`src/rtl/cam_pkg.sv`:
```
// Shared types for the camera capture/serial path: colour modes, capture states, serial start bit, pixel repack.
package cam_pkg;

   typedef enum logic [1:0] {
      MODE_RAW     = 2'd0,
      MODE_565_444 = 2'd1,
      MODE_IL444   = 2'd2,
      MODE_TEST    = 2'd3
   } cam_mode_t;

   typedef enum logic {
      WAIT_FRAME = 1'b0,
      ACTIVE     = 1'b1
   } cap_state_t;

   localparam logic START_BIT = 1'b1;

   // Returns a 32-bit word; the caller truncates to its pixel width. Unknown modes fall back to raw.
   function automatic logic [31:0] repack(input cam_mode_t mode, input logic [31:0] raw);
      logic [31:0] res;
      res = raw;
      case (mode)
         MODE_565_444: res = {20'd0, raw[15:12], raw[10:7], raw[4:1]};
         MODE_IL444:   res = {20'd0, raw[11], raw[8], raw[5], raw[2],
                                     raw[10], raw[7], raw[4], raw[1],
                                     raw[9],  raw[6], raw[3], raw[0]};
         default:      res = raw;
      endcase
      return res;
   endfunction

endpackage

```
`src/rtl/cam_pix_fifo.sv`:
```
// Synchronous pixel FIFO with first-word-fall-through read; push is refused only when full without a same-cycle pop.
// Zero-latency full/empty flags; a push and pop together on a full FIFO both succeed.
module cam_pix_fifo
   import cam_pkg::*;
#(
   parameter int WIDTH = 12,
   parameter int DEPTH = 16
) (
   input  logic             clk,
   input  logic             rst_n,
   input  logic             i_push,
   input  logic [WIDTH-1:0] i_wr_dat,
   input  logic             i_pop,
   output logic [WIDTH-1:0] o_rd_dat,
   output logic             o_full,
   output logic             o_empty
);

   localparam int AW = $clog2(DEPTH);
   localparam logic [AW:0] PTR_ONE = (AW+1)'(1);

   logic [WIDTH-1:0] r_mem [DEPTH];
   logic [AW:0]      r_wr_ptr;
   logic [AW:0]      r_rd_ptr;
   logic             w_do_push;
   logic             w_do_pop;

   // Extra pointer MSB distinguishes full from empty when the index bits match.
   assign o_empty   = (r_wr_ptr == r_rd_ptr);
   assign o_full    = (r_wr_ptr[AW] != r_rd_ptr[AW]) && (r_wr_ptr[AW-1:0] == r_rd_ptr[AW-1:0]);
   assign w_do_pop  = i_pop & ~o_empty;
   assign w_do_push = i_push & (~o_full | w_do_pop);
   assign o_rd_dat  = r_mem[r_rd_ptr[AW-1:0]];

   always_ff @(posedge clk) begin
      if (w_do_push) r_mem[r_wr_ptr[AW-1:0]] <= i_wr_dat;
   end

   always_ff @(posedge clk or negedge rst_n) begin
      if (!rst_n) begin
         r_wr_ptr <= '0;
         r_rd_ptr <= '0;
      end else begin
         if (w_do_push) r_wr_ptr <= r_wr_ptr + PTR_ONE;
         if (w_do_pop)  r_rd_ptr <= r_rd_ptr + PTR_ONE;
      end
   end

endmodule

```
`src/rtl/cam_pixel_serializer.sv`:
```
// Sensor bus capture -> pixel repack/decimate -> FIFO -> serck-paced serial shifter; pix_valid one cycle after the pclk edge.
// FIFO full drops pixels and sets sticky overflow. CAM_TEST_PATTERN_EN makes mode 3 emit {line_cnt, pixel index}.
module cam_pixel_serializer
   import cam_pkg::*;
#(
   parameter int DATA_W        = 8,
   parameter int BYTES_PER_PIX = 2,
   parameter int PIX_W         = 12,
   parameter int FIFO_DEPTH    = 16,
   parameter int CNT_W         = 10,
   parameter int DEC_W         = 3
) (
   input  logic              clk,
   input  logic              rst_n,
   input  logic              pclk,
   input  logic              href,
   input  logic              vsync,
   input  logic [DATA_W-1:0] pixdata,
   input  logic              serck,
   input  logic [1:0]        mode,
   input  logic [DEC_W-1:0]  decim,
   output logic              ser_out,
   output logic              ser_busy,
   output logic              pix_valid,
   output logic [PIX_W-1:0]  pix_data,
   output logic [CNT_W-1:0]  line_cnt,
   output logic              overflow,
   input  logic              clr_ovf
);

   localparam int         ASM_W     = DATA_W * BYTES_PER_PIX;
   localparam int         BIT_W     = $clog2(PIX_W + 1);
   localparam logic [1:0] LAST_BYTE = 2'(BYTES_PER_PIX - 1);

   logic r_pclk_s1, r_pclk_s2, r_pclk_s3;
   logic r_href_s1, r_href_s2, r_href_s3;
   logic r_vs_s1, r_vs_s2, r_vs_s3;
   logic r_serck_s1, r_serck_s2, r_serck_s3;
   logic [DATA_W-1:0] r_pix_s1, r_pix_s2;

   cap_state_t r_state, w_state_nxt;
   logic [ASM_W-1:0] r_asm;
   logic [1:0]       r_byte_cnt;
   logic [DEC_W-1:0] r_dec_cnt;
   logic [CNT_W-1:0] r_line_cnt;
   logic             r_pix_valid;
   logic [PIX_W-1:0] r_pix_data;
   logic             r_ovf;
   logic             r_busy;
   logic [PIX_W:0]   r_shift;
   logic [BIT_W-1:0] r_bit_cnt;

   logic w_pclk_rise, w_href_rise, w_href_fall, w_vs_rise, w_vs_fall, w_serck_rise;
   logic w_sample, w_complete, w_keep, w_push, w_pop, w_full, w_empty;
   logic [ASM_W-1:0] w_asm_nxt;
   logic [DEC_W-1:0] w_dec_cur;
   logic [PIX_W-1:0] w_repacked, w_fifo_rd;

   always_ff @(posedge clk or negedge rst_n) begin
      if (!rst_n) begin
         {r_pclk_s1, r_pclk_s2, r_pclk_s3}    <= '0;
         {r_href_s1, r_href_s2, r_href_s3}    <= '0;
         {r_vs_s1, r_vs_s2, r_vs_s3}          <= '0;
         {r_serck_s1, r_serck_s2, r_serck_s3} <= '0;
         r_pix_s1 <= '0;
         r_pix_s2 <= '0;
      end else begin
         {r_pclk_s3, r_pclk_s2, r_pclk_s1}    <= {r_pclk_s2, r_pclk_s1, pclk};
         {r_href_s3, r_href_s2, r_href_s1}    <= {r_href_s2, r_href_s1, href};
         {r_vs_s3, r_vs_s2, r_vs_s1}          <= {r_vs_s2, r_vs_s1, vsync};
         {r_serck_s3, r_serck_s2, r_serck_s1} <= {r_serck_s2, r_serck_s1, serck};
         r_pix_s2 <= r_pix_s1;
         r_pix_s1 <= pixdata;
      end
   end

   assign w_pclk_rise  = r_pclk_s2 & ~r_pclk_s3;
   assign w_href_rise  = r_href_s2 & ~r_href_s3;
   assign w_href_fall  = ~r_href_s2 & r_href_s3;
   assign w_vs_rise    = r_vs_s2 & ~r_vs_s3;
   assign w_vs_fall    = ~r_vs_s2 & r_vs_s3;
   assign w_serck_rise = r_serck_s2 & ~r_serck_s3;

   always_ff @(posedge clk or negedge rst_n) begin
      if (!rst_n) r_state <= WAIT_FRAME;
      else        r_state <= w_state_nxt;
   end

   always_comb begin
      w_state_nxt = r_state;
      w_sample    = 1'b0;
      case (r_state)
         WAIT_FRAME: if (w_vs_fall) w_state_nxt = ACTIVE;
         ACTIVE: begin
            if (w_vs_rise) w_state_nxt = WAIT_FRAME;
            else           w_sample    = w_pclk_rise & r_href_s2;
         end
         default: w_state_nxt = WAIT_FRAME;
      endcase
   end

   assign w_complete = w_sample & (r_byte_cnt == LAST_BYTE);
   assign w_asm_nxt  = ASM_W'({r_asm, r_pix_s2});
   assign w_dec_cur  = w_href_rise ? '0 : r_dec_cnt;
   assign w_keep     = w_complete & (w_dec_cur == '0);
   assign w_pop      = ~r_busy & ~w_empty;
   assign w_push     = w_keep & (~w_full | w_pop);

`ifdef CAM_TEST_PATTERN_EN
   logic [CNT_W-1:0] r_pix_idx;
   logic [CNT_W-1:0] w_idx_cur;

   assign w_idx_cur  = w_href_rise ? '0 : r_pix_idx;
   assign w_repacked = (mode == MODE_TEST) ? PIX_W'({r_line_cnt, w_idx_cur})
                                           : PIX_W'(repack(cam_mode_t'(mode), 32'(w_asm_nxt)));

   always_ff @(posedge clk or negedge rst_n) begin
      if (!rst_n)                   r_pix_idx <= '0;
      else if (r_state == WAIT_FRAME) r_pix_idx <= '0;
      else if (w_complete)          r_pix_idx <= w_idx_cur + CNT_W'(1);
      else if (w_href_rise)         r_pix_idx <= '0;
   end
`else
   assign w_repacked = PIX_W'(repack(cam_mode_t'(mode), 32'(w_asm_nxt)));
`endif

   always_ff @(posedge clk or negedge rst_n) begin
      if (!rst_n) begin
         r_asm       <= '0;
         r_byte_cnt  <= '0;
         r_dec_cnt   <= '0;
         r_line_cnt  <= '0;
         r_pix_valid <= 1'b0;
         r_pix_data  <= '0;
         r_ovf       <= 1'b0;
      end else begin
         r_pix_valid <= w_push;
         if (w_push) r_pix_data <= w_repacked;
         if (w_keep && !w_push) r_ovf <= 1'b1;
         else if (clr_ovf)      r_ovf <= 1'b0;

         if (r_state == WAIT_FRAME) begin
            r_byte_cnt <= '0;
            r_dec_cnt  <= '0;
            r_line_cnt <= '0;
         end else begin
            if (w_sample) begin
               r_asm      <= w_asm_nxt;
               r_byte_cnt <= w_complete ? 2'd0 : r_byte_cnt + 2'd1;
            end
            // A line end throws away any half-assembled pixel.
            if (w_href_fall) begin
               r_byte_cnt <= '0;
               if (r_line_cnt != '1) r_line_cnt <= r_line_cnt + CNT_W'(1);
            end
            if (w_complete)       r_dec_cnt <= (w_dec_cur == decim) ? '0 : w_dec_cur + DEC_W'(1);
            else if (w_href_rise) r_dec_cnt <= '0;
         end
      end
   end

   cam_pix_fifo #(.WIDTH(PIX_W), .DEPTH(FIFO_DEPTH)) u_fifo (
      .clk      (clk),
      .rst_n    (rst_n),
      .i_push   (w_push),
      .i_wr_dat (w_repacked),
      .i_pop    (w_pop),
      .o_rd_dat (w_fifo_rd),
      .o_full   (w_full),
      .o_empty  (w_empty)
   );

   // Start bit is on the line from the pop; each serck edge then exposes the next bit.
   always_ff @(posedge clk or negedge rst_n) begin
      if (!rst_n) begin
         r_busy    <= 1'b0;
         r_shift   <= '0;
         r_bit_cnt <= '0;
      end else if (w_pop) begin
         r_busy    <= 1'b1;
         r_shift   <= {START_BIT, w_fifo_rd};
         r_bit_cnt <= BIT_W'(PIX_W);
      end else if (r_busy && w_serck_rise) begin
         if (r_bit_cnt == '0) begin
            r_busy <= 1'b0;
         end else begin
            r_shift   <= r_shift << 1;
            r_bit_cnt <= r_bit_cnt - BIT_W'(1);
         end
      end
   end

   assign ser_out   = r_busy & r_shift[PIX_W];
   assign ser_busy  = r_busy;
   assign pix_valid = r_pix_valid;
   assign pix_data  = r_pix_data;
   assign line_cnt  = r_line_cnt;
   assign overflow  = r_ovf;

endmodule

```
`config.mk`:
```
export PLATFORM = sky130hd
export DESIGN_NAME = cam_pixel_serializer
export DESIGN_NICKNAME = d
export VERILOG_FILES = /design/src/rtl/cam_pkg.sv /design/src/rtl/cam_pix_fifo.sv /design/src/rtl/cam_pixel_serializer.sv
export SDC_FILE = /design/constraint.sdc
export NUM_CORES = 1
export LEC_CHECK = 0
export ABC_AREA = 0
export CORE_MARGIN = 10
export CORE_UTILIZATION = 65
export CTS_CLUSTER_SIZE = 40
export DETAILED_ROUTE_END_ITERATION = 10
export PLACE_DENSITY = 0.91
export SKIP_CTS_REPAIR_TIMING = 1
export SYNTH_ARGS = -nofsm -noshare
export SYNTH_HDL_FRONTEND = slang
export SYNTH_SLANG_ARGS = --single-unit
export TNS_END_PERCENT = 10
```
`constraint.sdc`:
```
create_clock -name clk -period 4.21 [get_ports clk]
set_input_delay 0.6315 -clock clk [delete_from_list [all_inputs] [get_ports clk]]
set_output_delay 0.6315 -clock clk [all_outputs]
set_load 0.005 [all_outputs]
```
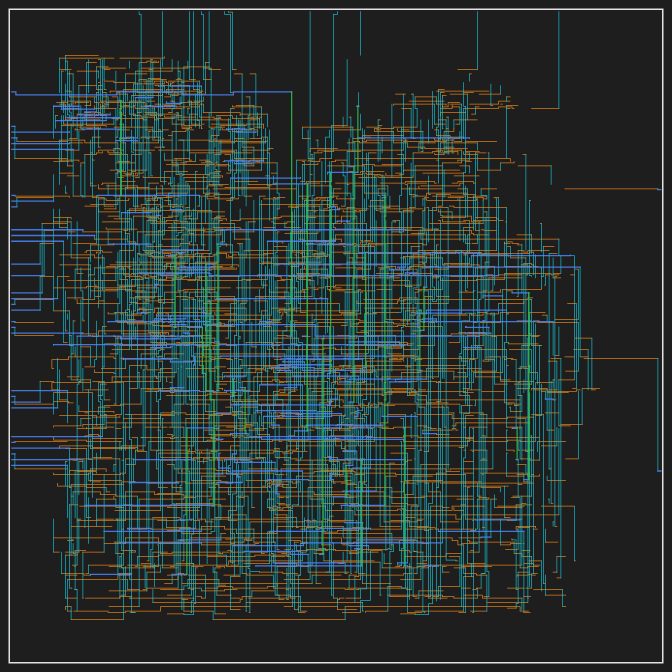
(run_1/wires.png)
Key: metal 3 = blue [wire length 2,130 um]; metal 2 = cyan [wire length 13,300 um]; metal 1 = orange [wire length 9,560 um]; metal 4 = green [wire length 741 um]
routed wire length: 25,700 um
average wire per standard cell: 26.7 um
GRT Resource Usage Total: 0.216
DR vias: 6,393

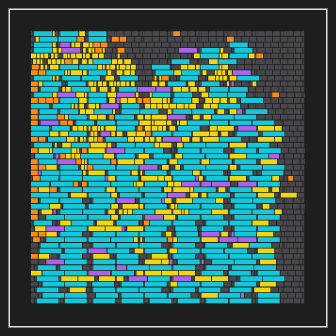
(run_1/placement_by_type.png)
Fill, decap, tap and diode cells in grey.
Key: flops = cyan [cells 286, share of their area 63%]; combinational and other logic = yellow [cells 338, share of their area 26%]; other buffers and delay cells = orange [cells 61, share of their area 4.4%]; clock drivers and dummy loads = purple [cells 49, share of their area 6.8%]
final core utilization: 0.744
core area: 17,800 um2
# rows: 49

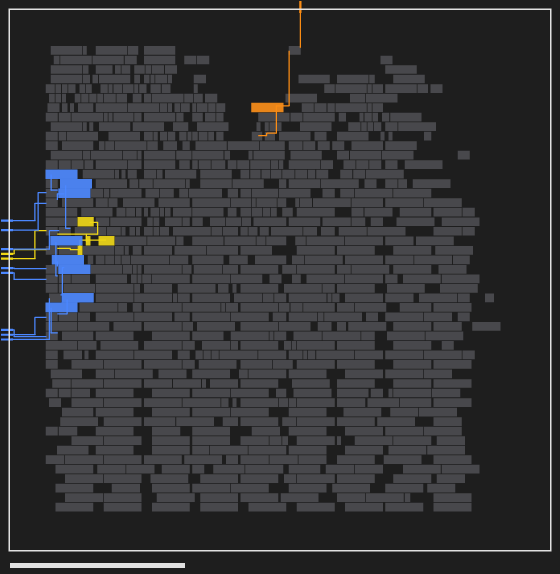
(run_1/io_fan.png)
Scale bar: 50 um.
Key: mode = yellow [bits 2, direction input, edge left, end cells 4, buffers 2, wire 65.2 um]; pixdata = blue [bits 8, direction input, edge left, end cells 8, buffers 8, wire 185 um]; overflow = orange [bits 1, direction output, edge top, end cells 1, buffers 1, wire 43.2 um]

==> results.toml, run 1 <==
# implementation run metrics
[outcome]
status = "finished, final reports clean"

[critical_path]
rr_endpoint = "u_fifo.r_mem[5][2]"
end_kind = "register"
r2r_slack_ns = 1.19
cp_slowest_stage_delay_ns = 0.86
crit_path_start_kind = "register"
cpMaxStageDelayCell = "dfrtp_1"
arrival_ns = 3.20

[timing]
max_slew_margin = 0.264
fin_ws_ns = 1.19
fmax_mhz = 331
setup_viol = 0
finalClockSkew_ns = 0.0231

[clocking]
htreeDepth = 1
clock_latency_ns = 0.55

[synth]
yosys_warnings = 0
ys_seq_share = 0.692
numSynthFlops = 286
synth.distinct_cells = 57
syn-mean-instance-area_um2 = 17.9
ys_async_sr_fraction = 0.329

[finish]
logic_gates = 324
nNetsFinal = 744
nClkBuffers = 42
seqCellArea_um2 = 8120
seq_share = 0.612
lay_top_cells = "edfxtp_1, dfrtp_1, mux4_2"
comb_area_um2 = 3360
diodes = 0
largestClassByArea = "registers"
fillCellCount = 884
finalInstanceArea_um2 = 13300

[global_route]
grt_max_degree = 65
met3_usage = 0.0394
grt_busiest_layer = "met2"
gr-usage-met2 = 0.372

[power_and_ir_drop]
p_per_area_nw_per_um2 = 537
clockPowerShare = 0.334
p_comb_mw = 1.44
power.group.top = "registers"
power_frac_comb = 0.202
swShare = 0.265

[routing]
highest_layer = "met4"
drt-met1-wl_um = 9560
dr.pass1.iters = 5
drt_iter0_drc = 650

[floorplan]
chip_area_um2 = 23800
fp_util = 0.658
io-pin-count = 46
==> run 1: synth_stat cells, types with 5 or more instances <==
master | number | area (um2)
buf_4 | 5 | 37.5
mux2_4 | 13 | 195
nand3_1 | 7 | 35.0
buf_2 | 13 | 65.1
a21oi_1 | 5 | 25.0
nor2_1 | 10 | 37.5
o21ai_0 | 20 | 100
and3_1 | 12 | 75.1
mux4_2 | 48 | 1080
mux2i_1 | 47 | 470
and4b_1 | 5 | 50.1
edfxtp_1 | 192 | 5770
a22oi_1 | 9 | 67.6
xnor2_1 | 13 | 114
nor2b_1 | 7 | 43.8
clkbuf_1 | 8 | 30.0
o211ai_1 | 6 | 45.0
mux2_2 | 20 | 225
and2_1 | 8 | 50.1
ha_1 | 10 | 125
dfrtp_1 | 94 | 2350
nand2_1 | 21 | 78.8
buf_6 | 7 | 78.8
inv_1 | 14 | 52.6
==> run 1: kinds of logic (layout without fill, tap and decap cells) <==
logic type / Yosys count / in the layout / share of synthesized area
buffers and inverters: 47 / 124 / 0.0225
AND/OR/NAND/NOR: 99 / 99 / 0.0505
flip-flops: 286 / 286 / 0.692
adder cells (fa/ha/maj): 10 / 10 / 0.0107
AND-OR/OR-AND: 67 / 67 / 0.0389
multiplexers: 129 / 129 / 0.169
XOR/XNOR: 19 / 19 / 0.0167
==> run 1: how the worst max path moves through the flow <==
stage	from	end	slack, ns	depth (start not counted)
floorplan	r_state	u_fifo.r_mem[0][0]	1.34	6
global placement	mode[0]	pix_data[11]	1.36	6
detailed placement	mode[0]	pix_data[0]	1.25	6
CTS	u_fifo.r_rd_ptr[3]	u_fifo.r_mem[11][2]	1.22	4
global route	u_fifo.r_rd_ptr[3]	u_fifo.r_mem[1][11]	1.04	4
finish	u_fifo.r_rd_ptr[3]	u_fifo.r_mem[5][2]	1.19	4
==> run 1 -> run 2 <==
--- a/config.mk
+++ b/config.mk
@@ -7,10 +7,10 @@
 export LEC_CHECK = 0
 export ABC_AREA = 0
 export CORE_MARGIN = 10
-export CORE_UTILIZATION = 65
+export CORE_UTILIZATION = 55
 export CTS_CLUSTER_SIZE = 40
 export DETAILED_ROUTE_END_ITERATION = 10
-export PLACE_DENSITY = 0.91
+export PLACE_DENSITY = 0.83
 export SKIP_CTS_REPAIR_TIMING = 1
 export SYNTH_ARGS = -nofsm -noshare
 export SYNTH_HDL_FRONTEND = slang
==> constraint.sdc (replaced) <==
create_clock -name clk -period 2.76 [get_ports clk]
set_input_delay 0.414 -clock clk [delete_from_list [all_inputs] [get_ports clk]]
set_output_delay 0.414 -clock clk [all_outputs]
set_load 0.005 [all_outputs]
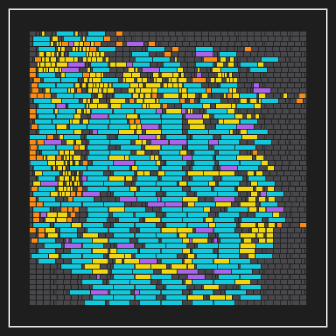
(run_2/placement_by_type.png)
Fill, decap, tap and diode cells in grey.
Key: flops = cyan [cells 286, share of their area 62%]; clock drivers and dummy loads = purple [cells 50, share of their area 7.2%]; combinational and other logic = yellow [cells 338, share of their area 26%]; other buffers and delay cells = orange [cells 70, share of their area 5.0%]

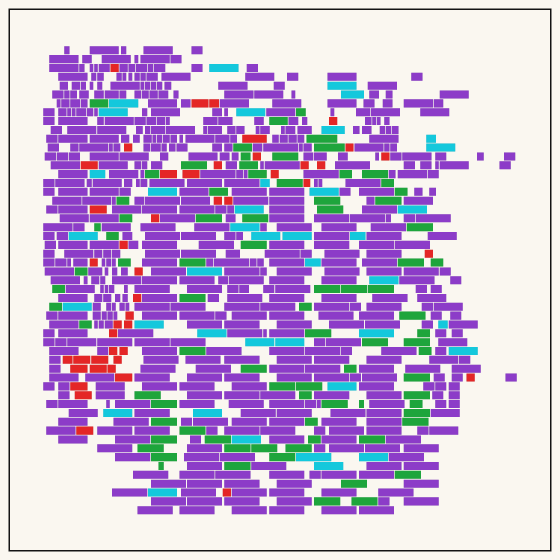
(run_2/sizes.png)
Key: _6 and larger = cyan [cells 39, share 5.2%]; _3 and _4 cells = red [cells 45, share 6.0%]; _0 and _1 cells = purple [cells 578, share 78%]; _2 cells = green [cells 82, share 11%]
Final WS setup: 0.307 ns
area grow syn2layout: 14.9%
bufs w/o clock: 70
post-route cell area: 13,500 um2

==> run 2 against run 1 <==
Net effect: die area up 16%; utilization decreased by 10 points; final cell count rose by 5.8%; routed wire length down 5.4%; largest power group unchanged.
==> results.toml, run 2 <==
# implementation run metrics
[global_route]
grt_busiest_layer = "met2"
grt_usage = 0.175
grt_max_degree = 52
met3_usage = 0.0293

[synth]
ys_sh_aoi = 0.0389
synth.distinct_cells = 57
numSynthFlops = 286
syn-mean-instance-area_um2 = 17.9
topCellsByArea = "edfxtp_1, dfrtp_1, mux4_2, mux2i_1, mux2_2"
ys_sh_xor = 0.0167
ys_async_sr_fraction = 0.329
yosys.area.top_type = "edfxtp_1"
ys_sh_simple = 0.0505
synth.area.mux_share = 0.169
ys_seq_share = 0.692
yosys_warnings = 0
synthTopLogicFamily = "multiplexers"
synth_top_area_share = 0.491

[timing]
max_slew_margin = 0.410
finalClockSkew_ns = 0.0160
fmax_mhz = 408

[routing]
drt_iter0_drc = 550
dr.pass1.iters = 5
wirelength_um = 24400

[floorplan]
rows = 53
core_um2 = 21000
fp_util = 0.558

[power_and_ir_drop]
p_per_area_nw_per_um2 = 813
power.group.top = "registers"
p_comb_mw = 2.09
swShare = 0.256
clockPowerShare = 0.350

[critical_path]
end_kind = "register"
arrival_ns = 2.69
cpMaxStageDelayCell = "dfrtp_1"
crit_path_start_kind = "register"

[finish]
diodes = 0
lay_top_cells = "edfxtp_1, dfrtp_1, mux4_2"

[outcome]
status = "finished, final reports clean"

[clocking]
clock_latency_ns = 0.54
run 2: cell counts after synthesis:
No cell type changed its count.
run 2: final cells by class:
class / instances / area, um2 / area share
clock buffers: 32 / 749 / 0.0556
repair buffers: 70 / 663 / 0.0492
clock inverters: 18 / 191 / 0.0142
well taps: 275 / 344 / 0.0255
inverters: 14 / 52.6 / 0.00390
flip-flops and latches: 286 / 8120 / 0.602
multi-input cells: 324 / 3360 / 0.249
run 2: logic make-up (layout without fill, tap and decap cells):
family | after synthesis | in the layout
multiplexers | 129 | 129
XOR/XNOR | 19 | 19
adder cells (fa/ha/maj) | 10 | 10
flip-flops | 286 | 286
buffers and inverters | 47 | 134
AND/OR/NAND/NOR | 99 | 99
AND-OR/OR-AND | 67 | 67
run 2: worst paths after layout:
check	start	to	cells after the start
max	r_dec_cnt[0]	u_fifo.r_mem[0][5]	6
min	rst_n	r_shift[4]	2
max reg2reg	r_dec_cnt[0]	u_fifo.r_mem[0][5]	6
min reg2reg	r_pix_s1[1]	r_pix_s2[1]	0
max in group asynchronous	rst_n	pix_data[9]	3
min in group clk	pixdata[4]	r_pix_s1[4]	1
run 2: per-layer routing:
| layer | wire, um | share of wire | up-vias |
|---|---|---|---|
| met1 | 9770 | 0.40 | 3195 |
| li1 | - | - | 2708 |
| met3 | 1740 | 0.072 | 38 |
| met2 | 12400 | 0.51 | 299 |
| met5 | 0 | 0 | - |
| met4 | 455 | 0.019 | 0 |
run 2: per-stage QoR:
stage | power [mW] | utilization | std cells | instance area, um2
after global placement | 7.12 | 0.596 | 968 | 12500
after floorplan | 6.67 | - | 657 | 11700
final | 11.0 | 0.642 | 1019 | 13500
after CTS | 11.0 | 0.641 | 1018 | 13500
after detailed placement | 7.22 | 0.596 | 968 | 12500
after global routing | 11.4 | 0.642 | 1019 | 13500
==> run 2 -> run 3 <==
--- a/config.mk
+++ b/config.mk
@@ -6,7 +6,6 @@
 export NUM_CORES = 1
 export LEC_CHECK = 0
 export ABC_AREA = 0
-export CORE_MARGIN = 10
 export CORE_UTILIZATION = 55
 export CTS_CLUSTER_SIZE = 40
 export DETAILED_ROUTE_END_ITERATION = 10
==> run 3 against run 2 <==
Net effect: clock power fell by 2%; synthesized cell count did not move; sequential share of layout area rose by 0.17 points; hold slack improved by 0.0042 ns; die area fell by 21%; fmax fell by 4.2%; utilization barely moved; worst setup slack got worse by 0.11 ns; critical path depth fell by 2; flip-flop count did not move; first-iteration DRC count fell by 19%.
==> results.toml, run 3 <==
# implementation run metrics
[critical_path]
crit_path_start_kind = "register"
end_kind = "register"
worstPathRequired_ns = 2.92
ff2ff_path_depth = 4
arrival_ns = 2.72
r2r-start = "r_href_s2"
rr_endpoint = "u_fifo.r_mem[10][9]"

[timing]
max_slew_margin = 0.336
fmax_mhz = 391

[floorplan]
fp_util = 0.560
io-pin-count = 46
rows = 53

[synth]
yosys.area.top_type = "edfxtp_1"
syn_inst = 657
ys_async_sr_fraction = 0.329
numSynthFlops = 286
syn-mean-instance-area_um2 = 17.9
ys_seq_share = 0.692
synth.distinct_cells = 57
synth_top_area_share = 0.491
synth-edff-count = 192
topCellsByArea = "edfxtp_1, dfrtp_1, mux4_2, mux2i_1, mux2_2"

[global_route]
met3_usage = 0.0362
grt_usage = 0.230
grt_max_degree = 71
grt_use_met1 = 0.306

[finish]
final_util = 0.642
lay_top_cells = "edfxtp_1, dfrtp_1, mux4_2"

[power_and_ir_drop]
p_per_area_nw_per_um2 = 810
swShare = 0.255
p_clk_mw = 3.77
power.total_mw = 10.9
clockPowerShare = 0.346

[outcome]
status = "finished, final reports clean"

[hold_path]
holdCritStartpoint = "href"
hold_depth = 1
hold_end = "r_href_s1"

[routing]
wirelength_um = 24300
drt_iter0_drc = 446
dr.pass1.iters = 7

[clocking]
clock_latency_ns = 0.54
[run 3: cell counts after synthesis]
Identical to the previous run, type by type.
[run 3: final cells by class]
cell class | instances | area (um2)
well taps | 275 | 344
clock buffers | 36 | 782
multi-input cells | 324 | 3360
repair buffers | 68 | 648
flip-flops and latches | 286 | 8120
inverters | 14 | 52.6
clock inverters | 16 | 135
fillers | 1411 | 7510
[run 3: cells by family after synthesis]
kind of cell,share of synthesized area
AND-OR/OR-AND,0.0389
flip-flops,0.692
multiplexers,0.169
buffers and inverters,0.0225
XOR/XNOR,0.0167
AND/OR/NAND/NOR,0.0505
adder cells (fa/ha/maj),0.0107
[run 3: how the worst max path moves through the flow]
stage / start / end / slack (ns) / depth (start not counted)
floorplan: r_state / u_fifo.r_mem[0][0] / 0.34 / 6
global placement: mode[0] / pix_data[0] / 0.32 / 6
detailed placement: mode[0] / pix_data[0] / 0.24 / 6
CTS: r_href_s2 / u_fifo.r_mem[10][9] / 0.24 / 4
global route: r_href_s2 / u_fifo.r_mem[10][9] / 0.10 / 4
finish: r_href_s2 / u_fifo.r_mem[10][9] / 0.20 / 4
[run 3: metrics by stage]
step	cell area [um2]	worst slack [ns]	std cells	hold slack (ns)
3_3_place_gp	12500	0.325	966	0.332
6_report	13400	0.200	1019	0.314
4_1_cts	13400	0.244	1018	-0.222
3_5_place_dp	12500	0.236	966	0.335
5_1_grt	13400	0.103	1019	0.309
2_1_floorplan	11700	0.343	657	0.118
[run 3: metal layers]
layer  vias to the layer above  wire, um
met5                         -         0
met4                         0       539
met3                        47      1550
met2                       269     12600
met1                      3252      9660
li1                       2691         -
[run 3: critical path, stage by stage, from the launching register on]
cell      delay [ns]
dfrtp_1         0.41
and4b_1         0.29
o2111a_2        0.30
o21a_2          0.30
and3_1          0.86
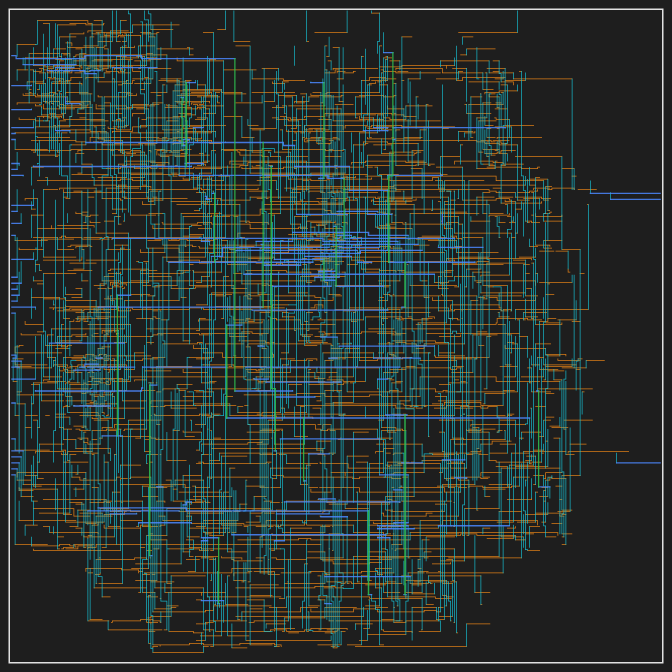
(run_3/wires.png)
Key: metal 4 = green [wire length 539 um]; metal 1 = orange [wire length 9,660 um]; metal 2 = cyan [wire length 12,600 um]; metal 3 = blue [wire length 1,550 um]

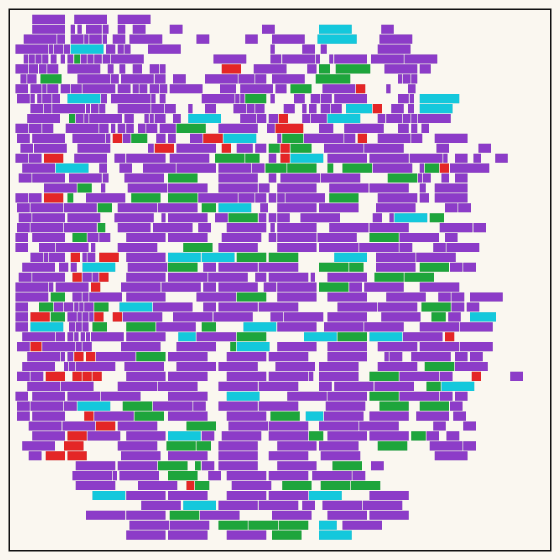
(run_3/sizes.png)
Key: _6 and larger = cyan [cells 36, share 4.8%]; _3 and _4 cells = red [cells 39, share 5.2%]; _2 cells = green [cells 86, share 12%]; _0 and _1 cells = purple [cells 583, share 78%]
bufs w/o clock: 68
area grow syn2layout: 14.6%
post-route cell area: 13,400 um2
Final WS setup: 0.200 ns

Power is estimated from default activity; no workload was simulated.
